==> config.mk <==
export PLATFORM = sky130hd
export DESIGN_NAME = conv_output_buffer_flat
export DESIGN_NICKNAME = d
export VERILOG_FILES = /design/src/rtl/conv_output_buffer_if.sv /design/src/rtl/conv_output_buffer.sv /design/src/flat_wrapper.sv
export SDC_FILE = /design/constraint.sdc
export NUM_CORES = 1
export LEC_CHECK = 0
export CAP_MARGIN = 20
export CORE_UTILIZATION = 55
export CTS_CLUSTER_DIAMETER = 40
export DETAILED_ROUTE_END_ITERATION = 16
export PLACE_DENSITY = 0.78
export SLEW_MARGIN = 0
export SYNTH_ARGS = -nofsm -noshare
export SYNTH_HDL_FRONTEND = slang
export SYNTH_SLANG_ARGS = --single-unit
export TNS_END_PERCENT = 5
==> constraint.sdc <==
create_clock -name axi_clk -period 3.05 [get_ports axi_clk]
set_input_delay 0.7625 -clock axi_clk [delete_from_list [all_inputs] [get_ports axi_clk]]
set_output_delay 0.7625 -clock axi_clk [all_outputs]
set_load 0.01 [all_outputs]
==> src/rtl/conv_output_buffer_if.sv <==
// Stream boundary of the output buffer: valid-only sample input with prog_full back to the source,
// and a ready/valid/last master output towards the consumer.
interface conv_output_buffer_if #(
    parameter int DATA_W = 22
);
    logic              i_data_valid;
    logic [DATA_W-1:0] i_data;
    logic              o_prog_full;
    logic              o_data_valid;
    logic [DATA_W-1:0] o_data;
    logic              o_data_last;
    logic              i_data_ready;

    // Buffer side of the boundary.
    modport slave (
        input  i_data_valid,
        input  i_data,
        output o_prog_full,
        output o_data_valid,
        output o_data,
        output o_data_last,
        input  i_data_ready
    );

    // Environment side: drives the sample stream and the consumer ready.
    modport master (
        output i_data_valid,
        output i_data,
        input  o_prog_full,
        input  o_data_valid,
        input  o_data,
        input  o_data_last,
        output i_data_ready
    );
endinterface

==> src/rtl/conv_output_buffer.sv <==
// FWFT FIFO turning an unstallable sample stream into a ready/valid master with per-frame last.
// Write visible the cycle after the push edge; drops (and flags overflow) when full; prog_full throttles upstream.
module conv_output_buffer #(
    parameter int DATA_W           = 22,
    parameter int DEPTH            = 32,
    parameter int PROG_FULL_THRESH = 24,
    parameter int FRAME_BEATS      = 512
) (
    input  logic                   axi_clk,
    input  logic                   axi_reset_n,
    conv_output_buffer_if.slave    bus,
    output logic [$clog2(DEPTH):0] o_level,
    output logic                   o_overflow,
    output logic                   o_frame_done
);
    localparam int AW = $clog2(DEPTH);
    localparam int LW = AW + 1;
    localparam int BW = (FRAME_BEATS > 1) ? $clog2(FRAME_BEATS) : 1;

    localparam logic [LW-1:0] FULL_LEVEL = LW'(DEPTH);
    localparam logic [LW-1:0] PF_LEVEL   = LW'(PROG_FULL_THRESH);
    localparam logic [BW-1:0] LAST_BEAT  = BW'(FRAME_BEATS - 1);

    logic [DATA_W-1:0] mem [DEPTH];
    logic [AW-1:0]     wr_ptr;
    logic [AW-1:0]     rd_ptr;
    logic [LW-1:0]     level;
    logic [BW-1:0]     beat_cnt;
    logic              overflow;
    logic              frame_done;

    logic full;
    logic data_valid;
    logic data_last;
    logic push;
    logic pop;

    // Full/empty come from the level count only; pointers wrap freely.
    assign full       = (level == FULL_LEVEL);
    assign data_valid = (level != '0);
    assign data_last  = data_valid && (beat_cnt == LAST_BEAT);
    assign push       = bus.i_data_valid && !full;
    assign pop        = data_valid && bus.i_data_ready;

    assign bus.o_data_valid = data_valid;
    assign bus.o_data       = mem[rd_ptr];
    assign bus.o_data_last  = data_last;
    assign bus.o_prog_full  = (level >= PF_LEVEL);

    assign o_level      = level;
    assign o_overflow   = overflow;
    assign o_frame_done = frame_done;

    // Storage is deliberately not reset.
    always_ff @(posedge axi_clk) begin
        if (push) begin
            mem[wr_ptr] <= bus.i_data;
        end
    end

    always_ff @(posedge axi_clk) begin
        if (!axi_reset_n) begin
            wr_ptr     <= '0;
            rd_ptr     <= '0;
            level      <= '0;
            beat_cnt   <= '0;
            overflow   <= 1'b0;
            frame_done <= 1'b0;
        end else begin
            if (push) begin
                wr_ptr <= wr_ptr + AW'(1);
            end
            if (pop) begin
                rd_ptr <= rd_ptr + AW'(1);
            end

            if (push && !pop) begin
                level <= level + LW'(1);
            end else if (pop && !push) begin
                level <= level - LW'(1);
            end

            if (pop) begin
                beat_cnt <= (beat_cnt == LAST_BEAT) ? '0 : beat_cnt + BW'(1);
            end

            if (bus.i_data_valid && full) begin
                overflow <= 1'b1;
            end

            frame_done <= pop && data_last;
        end
    end
endmodule

==> src/flat_wrapper.sv <==
// flat-port wrapper written by rule: the top's interface ports become plain ports
module conv_output_buffer_flat 
#(
    parameter int DATA_W           = 22,
    parameter int DEPTH            = 32,
    parameter int PROG_FULL_THRESH = 24,
    parameter int FRAME_BEATS      = 512
)
  (axi_clk, axi_reset_n, o_level, o_overflow, o_frame_done, bus_i_data_valid, bus_i_data, bus_o_prog_full, bus_o_data_valid, bus_o_data, bus_o_data_last, bus_i_data_ready);
  conv_output_buffer_if #(.DATA_W(DATA_W)) bus_i ();
  input  logic axi_clk;
  input  logic axi_reset_n;
  output logic [$clog2(DEPTH):0] o_level;
  output logic o_overflow;
  output logic o_frame_done;
  input wire logic [$bits(bus_i.i_data_valid)-1:0] bus_i_data_valid;
  input wire logic [$bits(bus_i.i_data)-1:0] bus_i_data;
  output wire logic [$bits(bus_i.o_prog_full)-1:0] bus_o_prog_full;
  output wire logic [$bits(bus_i.o_data_valid)-1:0] bus_o_data_valid;
  output wire logic [$bits(bus_i.o_data)-1:0] bus_o_data;
  output wire logic [$bits(bus_i.o_data_last)-1:0] bus_o_data_last;
  input wire logic [$bits(bus_i.i_data_ready)-1:0] bus_i_data_ready;
  assign bus_i.i_data_valid = bus_i_data_valid;
  assign bus_i.i_data = bus_i_data;
  assign bus_o_prog_full = bus_i.o_prog_full;
  assign bus_o_data_valid = bus_i.o_data_valid;
  assign bus_o_data = bus_i.o_data;
  assign bus_o_data_last = bus_i.o_data_last;
  assign bus_i.i_data_ready = bus_i_data_ready;
  conv_output_buffer #(.DATA_W(DATA_W), .DEPTH(DEPTH), .PROG_FULL_THRESH(PROG_FULL_THRESH), .FRAME_BEATS(FRAME_BEATS)) u_core (.axi_clk(axi_clk), .axi_reset_n(axi_reset_n), .bus(bus_i), .o_level(o_level), .o_overflow(o_overflow), .o_frame_done(o_frame_done));
endmodule
run_1/io_fan.png
Drawn at 2 px/um.
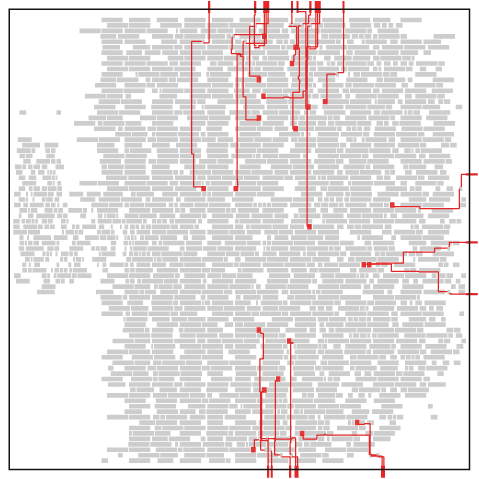
- bus_o_data: red (bits 22; direction output; edge 12 top, 7 bottom, 3 right; end cells 22; wire 1320 um)
number of port buffers: 58
I/O pins: 59

run_1/flops_by_reg.png
Drawn at 2 px/um. Other sequential cells in the stronger gray, the rest of the logic in the fainter gray.
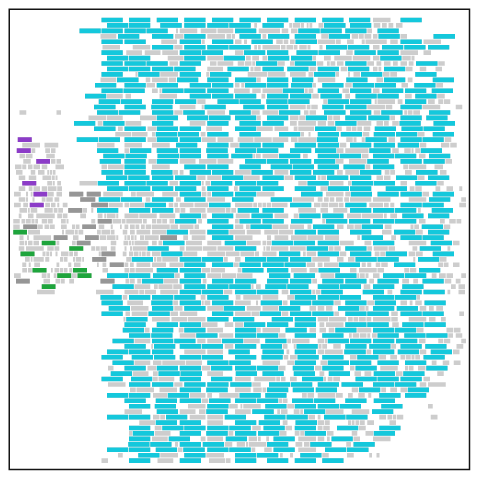
- u_core.beat_cnt: green (placed flops 9; where left middle)
- u_core.mem: cyan (placed flops 704)
- u_core.o_level: purple (placed flops 6)
- not colored: 17
fraction of area in registers: 63.1%
P_seq: 0.0114 W
Flop area: 21800 um^2

run_1/wires.png
Drawn at 1.5 px/um. Two of the layers only.
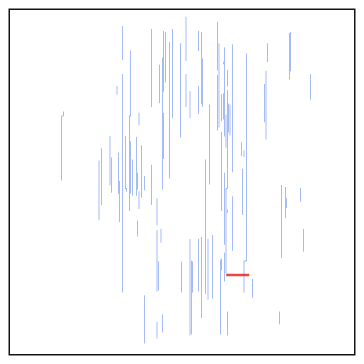
- metal 5: red (wire length 13.8 um)
- metal 4: blue (wire length 3240 um)
final routed wire length divided by cell count: 30.5 um
total wire length after detailed routing: 73800 um
global routing usage summed across all routing layers: 28.2%
via count of the routed design: 16000

==> flow.log, run 1 <==
[report] extracting results
INFO  metric post_cts_hold_buffer_count = 0
INFO  metric clk_pin_slew = 0.06 ns
INFO  metric final-setup-viol-count = 22
INFO  metric power-per-cell-area = 732 nW/um^2
INFO  metric syn_to_final_growth = 21.4%
INFO  metric power-top-group = sequential cells
INFO  metric tap_count = 672
INFO  metric area_of_the_die = 52600 um^2
INFO  metric wire_length_of_the_first_global_routing_pass = 107000 um
INFO  metric finalWorstSetupSlack = -0.356 ns
INFO  metric grt_antenna_before_repair = 2
INFO  metric internal_power = 0.0188 W
INFO  metric seq_cells_post_synth = 736
INFO  metric layout_top_cells = 704 x edfxtp_1, 179 x mux2i_1, 90 x a22oi_1
INFO  metric run_status = finished with violations
INFO  metric critical_path.n_buffers_inverters = 5
INFO  metric worstSetupEndpointType = output port
INFO  metric ys_warn_count = 0
INFO  metric worst_setup_path_endpoint = bus_o_data[20]
INFO  metric violations_in_the_final_reports = negative setup slack
==> run 1: sequential cells by signal (all words and copies together), names as in the netlist, named ones only <==
register / flops
u_core.o_overflow: 1
u_core.mem: 704
u_core.o_level: 6
u_core.wr_ptr: 5
u_core.beat_cnt: 9
u_core.rd_ptr: 5
u_core.o_frame_done: 1
==> run 1: timing repair <==
action / CTS / global route
setup endpoints to repair: 24 / 23
resized: 155 / 11
pin swaps: 43 / 14
buffers inserted: 17 / 2
cloned: 5 / 0
==> run 1: metal layers <==
| metal | up-vias | track usage (%) | wire length [um] |
|---|---|---|---|
| li1 | 6501 | - | - |
| met1 | 8139 | 36.2 | 25900 |
| met2 | 1167 | 47.8 | 37200 |
| met3 | 214 | 4.27 | 7480 |
| met4 | 2 | 12.9 | 3240 |
| met5 | - | 0 | 13 |
run_1/placement.png
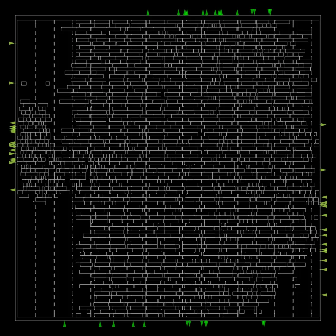

==> run 2, diff against run 1 <==
==> constraint.sdc (replaced) <==
create_clock -name axi_clk -period 3.05 [get_ports axi_clk]
set_input_delay 0.305 -clock axi_clk [delete_from_list [all_inputs] [get_ports axi_clk]]
set_output_delay 0.305 -clock axi_clk [all_outputs]
set_load 0.01 [all_outputs]
run_2/placement.png
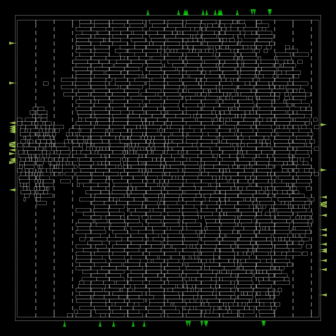
Tap Count: 672
core region area: 50600 um^2
fraction of area in registers: 63.9%
row count: 82

==> run 2 against run 1 <==
Compared with the run above:
- the flow still finishes with violations (negative setup slack)
- combinational power decreased by 8.2%
- clock power about the same
- register-to-register slack worse by 0.27 ns
- flip-flop count stayed put
- worst setup slack improved by 0.20 ns
- via count decreased by 1.4%
- clock skew is 0.0026 ns higher
- synthesized cell count stayed put
- die area did not move
- synthesized area unchanged
- critical path depth is 1 higher
==> flow.log, run 2 <==
[report] extracting results
INFO  metric achievable-frequency = 312 MHz
INFO  metric die.size.x = 229 um
INFO  metric syn_to_final_growth = 19.9%
INFO  metric registers.top_by_ff_count = u_core.mem
INFO  metric internal_power = 0.0189 W (+0.35%)
INFO  metric layout_top_cells = 704 x edfxtp_1, 180 x mux2i_1, 104 x a22oi_1
INFO  metric largest_reg_flops = 704 (unchanged)
INFO  metric final-setup-viol-count = 6 (-73%)
INFO  metric insertedDiodeCount = 0
INFO  metric logic_share_of_the_area = 19.2%
INFO  metric simple_gate_share = 3.34%
INFO  metric cts.repair.resized = 56 (-64%)
INFO  metric area_of_the_die = 52600 um^2 (unchanged)
INFO  metric layoutNonFillerInstCount = 2385
INFO  metric clk_pin_slew = 0.06 ns (about the same)
INFO  metric grt.total_usage = 27.3% (-0.91 points)
INFO  metric seq_cells_post_synth = 736 (unchanged)
INFO  metric run_status = finished with violations
INFO  metric post_drt_wl_per_cell = 30.0 um (-1.4%)
INFO  metric buf_share = 6.02%
INFO  metric edf_count = 704
INFO  metric violations_in_the_final_reports = negative setup slack
INFO  metric worst_setup_path_endpoint = bus_o_data[6]
INFO  metric port_buffers = 58 (unchanged)
INFO  metric ys_warn_count = 0 (unchanged)
INFO  metric wire_length_of_the_first_global_routing_pass = 104000 um (-2.5%)
INFO  metric via_count_of_the_routed_design = 15800 (-1.4%)
INFO  metric first_pass_iters = 5
INFO  metric most_common_cell = edfxtp_1
INFO  metric power-per-cell-area = 740 nW/um^2 (+1.1%)
INFO  metric worstSetupStartpointType = flip-flop
INFO  metric drc = 0
INFO  metric syn_area = 28400 um^2
INFO  metric grt_antenna_before_repair = 1 (-1)
INFO  metric post_cts_hold_buffer_count = 0 (unchanged)
INFO  metric boundaryPins = 59 (unchanged)
INFO  metric synth.cells.most_frequent = 704 x edfxtp_1, 180 x mux2i_1, 132 x a22oi_1
INFO  metric total_wire_length_after_detailed_routing = 71600 um (-3.0%)
INFO  metric power.share.sequential = 45.3%
INFO  metric cts.repair_timing.setup_buffer_count = 11 (-6)
INFO  metric finalWorstSetupSlack = -0.153 ns (+0.204 ns)
INFO  metric worstSetupEndpointType = output port
run_2/flops_by_reg.png
Drawn at 2 px/um. Other sequential cells in the stronger gray, the rest of the logic in the fainter gray.
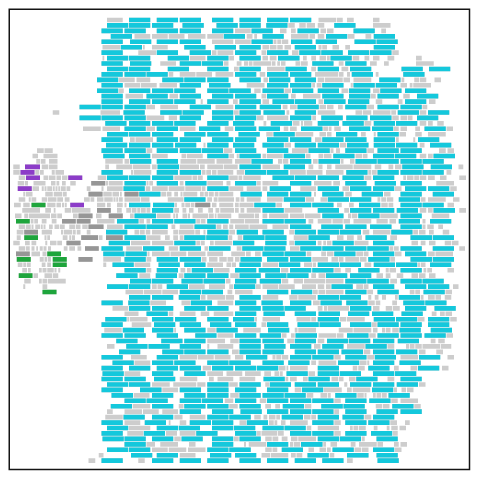
- u_core.beat_cnt: green (placed flops 9; where left middle)
- u_core.mem: cyan (placed flops 704)
- u_core.o_level: purple (placed flops 6)
- not colored: 17
Final Core Density: 67.4%
Flop area: 21800 um^2

## run 2: cell counts after synthesis
No cell type changed its count.
## run 2: worst max-delay path: stages (launching register included)
cell             delay, ns
dfxtp_4               0.39
buf_12                0.18
buf_16                0.18
nor2b_4               0.06
buf_12                0.14
buf_4                 0.19
a22oi_1               0.18
nand3_1               0.20
nand4_1               0.18
clkdlybuf4s50_1       0.55
## run 2: power groups by stage
stage	clock network [W]	registers [W]	logic, W
3_3_place_gp	0	0.0116	0.00332
3_5_place_dp	0	0.0116	0.00339
2_1_floorplan	0	0.0116	0.00191
5_1_grt	0.0106	0.0114	0.00386
6_report	0.0101	0.0114	0.00368
4_1_cts	0.0102	0.0114	0.00358
## run 2: metal layers
metal	GRT usage [%]	routed length [um]
met1	36.2	26500
met4	11.8	2660
met2	44.6	35500
met5	0	0
met3	4.94	6960
Power and IR drop assume default switching activity.
